Design multi_type_shift_pipe, sky130hd; sources not shown.
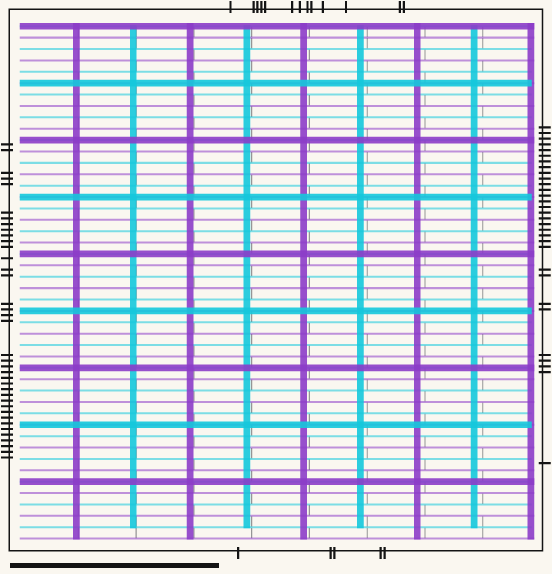
**Above:** power grid.
The bar under the picture is 50 um long. Pins as bars on the die edge. Tap cells in grey.
legend:
  VDD:
    colour: cyan
  VSS:
    colour: purple
met1 rails: 46
met5 straps: 9
met4 straps: 9
signal pins: 87
rows: 45
Die Ht: 129 um
area of the core region: 15000 um^2
highest ir drop seen on vdd: 0.184 mV
horizontal die dimension: 127 um

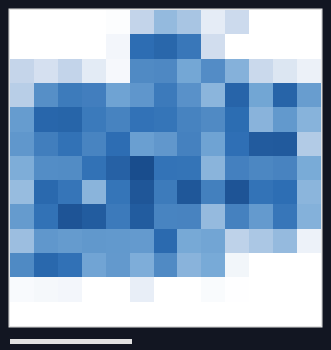
**Above:** local utilization.
The bar under the picture is 50 um long. The die is cut into 13 by 13 equal tiles; white is low, dark blue is high, 0 to 100% covered.
fullest tile: 89%
mean over tiles: 42%
tiles over 75% full: 12%
starting utilization of the core area: 39.2%
post-layout util: 47.4%

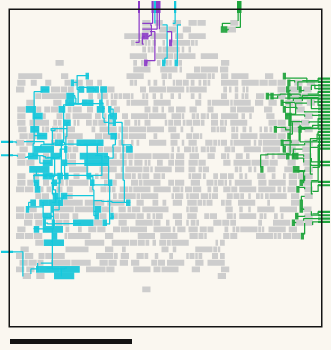
**Above:** wires at chosen ports, followed through buffers.
The bar under the picture is 50 um long.
legend:
  `iSftBit`:
    colour: cyan
    bits: 5
    direction: input
    end_cells: 79
    wire: 745 um
  `oDat`:
    colour: green
    bits: 32
    direction: output
    end_cells: 32
    wire: 474 um
  `iTag`:
    colour: purple
    bits: 4
    direction: input
    end_cells: 4
    wire: 80.0 um
number of I/O port buffers: 86
number of I/O pins: 87

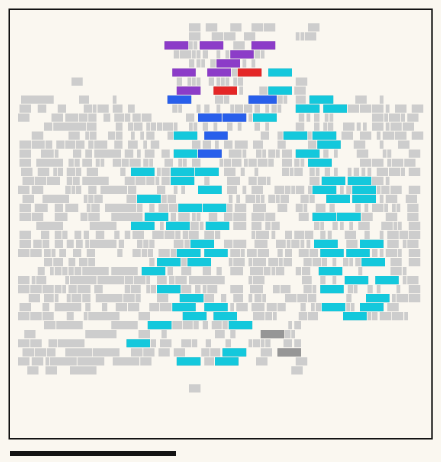
**Above:** sequential cells grouped by signal name.
The bar under the picture is 50 um long. Other sequential cells in the stronger grey, the rest of the logic in the fainter grey.
legend:
  `g_stage.u_stage.out_dat`:
    colour: cyan
    sequential_cells: 64
  `g_stage.u_stage.out_ctl`:
    colour: blue
    sequential_cells: 6
    where: north
  `g_stage.u_stage.out_tag`:
    colour: purple
    sequential_cells: 8
    where: north
  `g_stage.u_stage.out_amt`:
    colour: red
    sequential_cells: 2
not coloured: 2
area of all sequential standard cells: 1650 um^2
power dissipated in sequential cells: 1220 uW

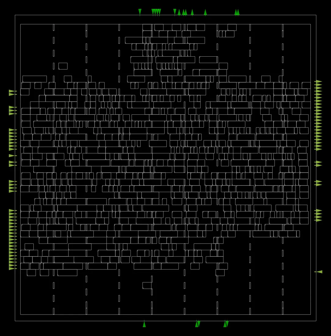
**Above:** placement view.
sequential cell area share: 23.2%
standard-cell rows: 45
sequential cell count of the final layout: 82

==> impl_metrics.json <==
{
  "place_inst": 940,
  "detailroute.wirelength.met2_um": 7520,
  "synth_area_leader_cell": "sky130_fd_sc_hd__dfxtp_1",
  "async_reset_ff_share_pct": 0,
  "tool_warnings": 26,
  "synth-edff-count": 0,
  "combinational_gates": 541,
  "mostFrequentLayoutCells": "sky130_fd_sc_hd__nand2_1 (98), sky130_fd_sc_hd__clkdlybuf4s50_1 (86), sky130_fd_sc_hd__dfxtp_1 (81), sky130_fd_sc_hd__a21oi_1 (71), sky130_fd_sc_hd__mux2i_1 (64)",
  "seq_area_frac_synth_pct": 27.9,
  "clock_insertion_delay_worst_skew_ns": 0.43,
  "pin_count_of_the_biggest_net_entering_global_routing": 42,
  "finalHoldWorstSlack_ns": 0.414,
  "grtUsageMet2_pct": 32.1,
  "synth-warning-count": 0,
  "grt_first_pass_wirelength_um": 27000,
  "synth.lib_cells_used.distinct": 50,
  "postPlaceCellArea_um2": 6940,
  "post_synth_main_logic_family": "multiplexers",
  "switching_share_pct": 33.1,
  "globalRouteOverflowTotal": 0,
  "via_density": 5.92,
  "yosysTopAreaCellShare_pct": 27.9,
  "crit_path_start_kind": "input pin",
  "grt_setup_unrepaired": "no",
  "required_time_of_the_critical_path_ns": 3.29,
  "netlist_top_cells_area": "sky130_fd_sc_hd__dfxtp_1 (28%), sky130_fd_sc_hd__mux2i_1 (11%), sky130_fd_sc_hd__mux4_2 (8.8%)",
  "first_iter_violations": 519,
  "worstPathBufferInverterCount": 3,
  "clockNetworkPower_uw": 652,
  "critical_path_peak_fanout": 10,
  "path_delay_family": "buffers and inverters",
  "synthesis.instances": 702,
  "final_layout_size_suffix_gt1_share_pct": 14.5,
  "power.internal_uw": 1800,
  "cts-root-to-sink-buffers": 2,
  "cts_hold_buffers": 0,
  "grt_pass1_vias": 5129,
  "area.growth.synth_to_final_pct": 20.7,
  "cts_resized": 0,
  "max-slew-margin-rel_pct": 41.9,
  "final_hold_viol_count": 0,
  "outcome": "completed",
  "worst-setup-path-type": "input pin to flip-flop",
  "p_switching_uw": 888,
  "synthTopCellsByCount": "sky130_fd_sc_hd__nand2_1 (98), sky130_fd_sc_hd__dfxtp_1 (82), sky130_fd_sc_hd__a21oi_1 (71), sky130_fd_sc_hd__mux2i_1 (64), sky130_fd_sc_hd__clkbuf_1 (63)",
  "combGateArea_um2": 3920,
  "num-fill-cells": 1457,
  "final_net_count": 811,
  "comb_power_share_pct": 30.2,
  "seq_power_share_pct": 45.5,
  "static-leakage-power_uw": 0.00253,
  "layout.cells.non_filler": 957,
  "layout.clock.cell_area_share_pct": 2.03,
  "worstPathCellList": "clkdlybuf4s50_1 > buf_4 > xnor2_4 > nand2_4 > buf_4 > mux4_1 > mux2i_1 > o221ai_1",
  "route.detailed.wl_per_inst_um": 17.6,
  "first_pass_iters": 6,
  "htree_num_levels": 3,
  "final-nonclk-buf-share_pct": 15.5,
  "adder_share_pct": 0,
  "crit_path_max_incr_delay_ns": 0.63,
  "chipArea_um2": 16400
}
No activity file was given, so power comes from the tool's default toggle rates.
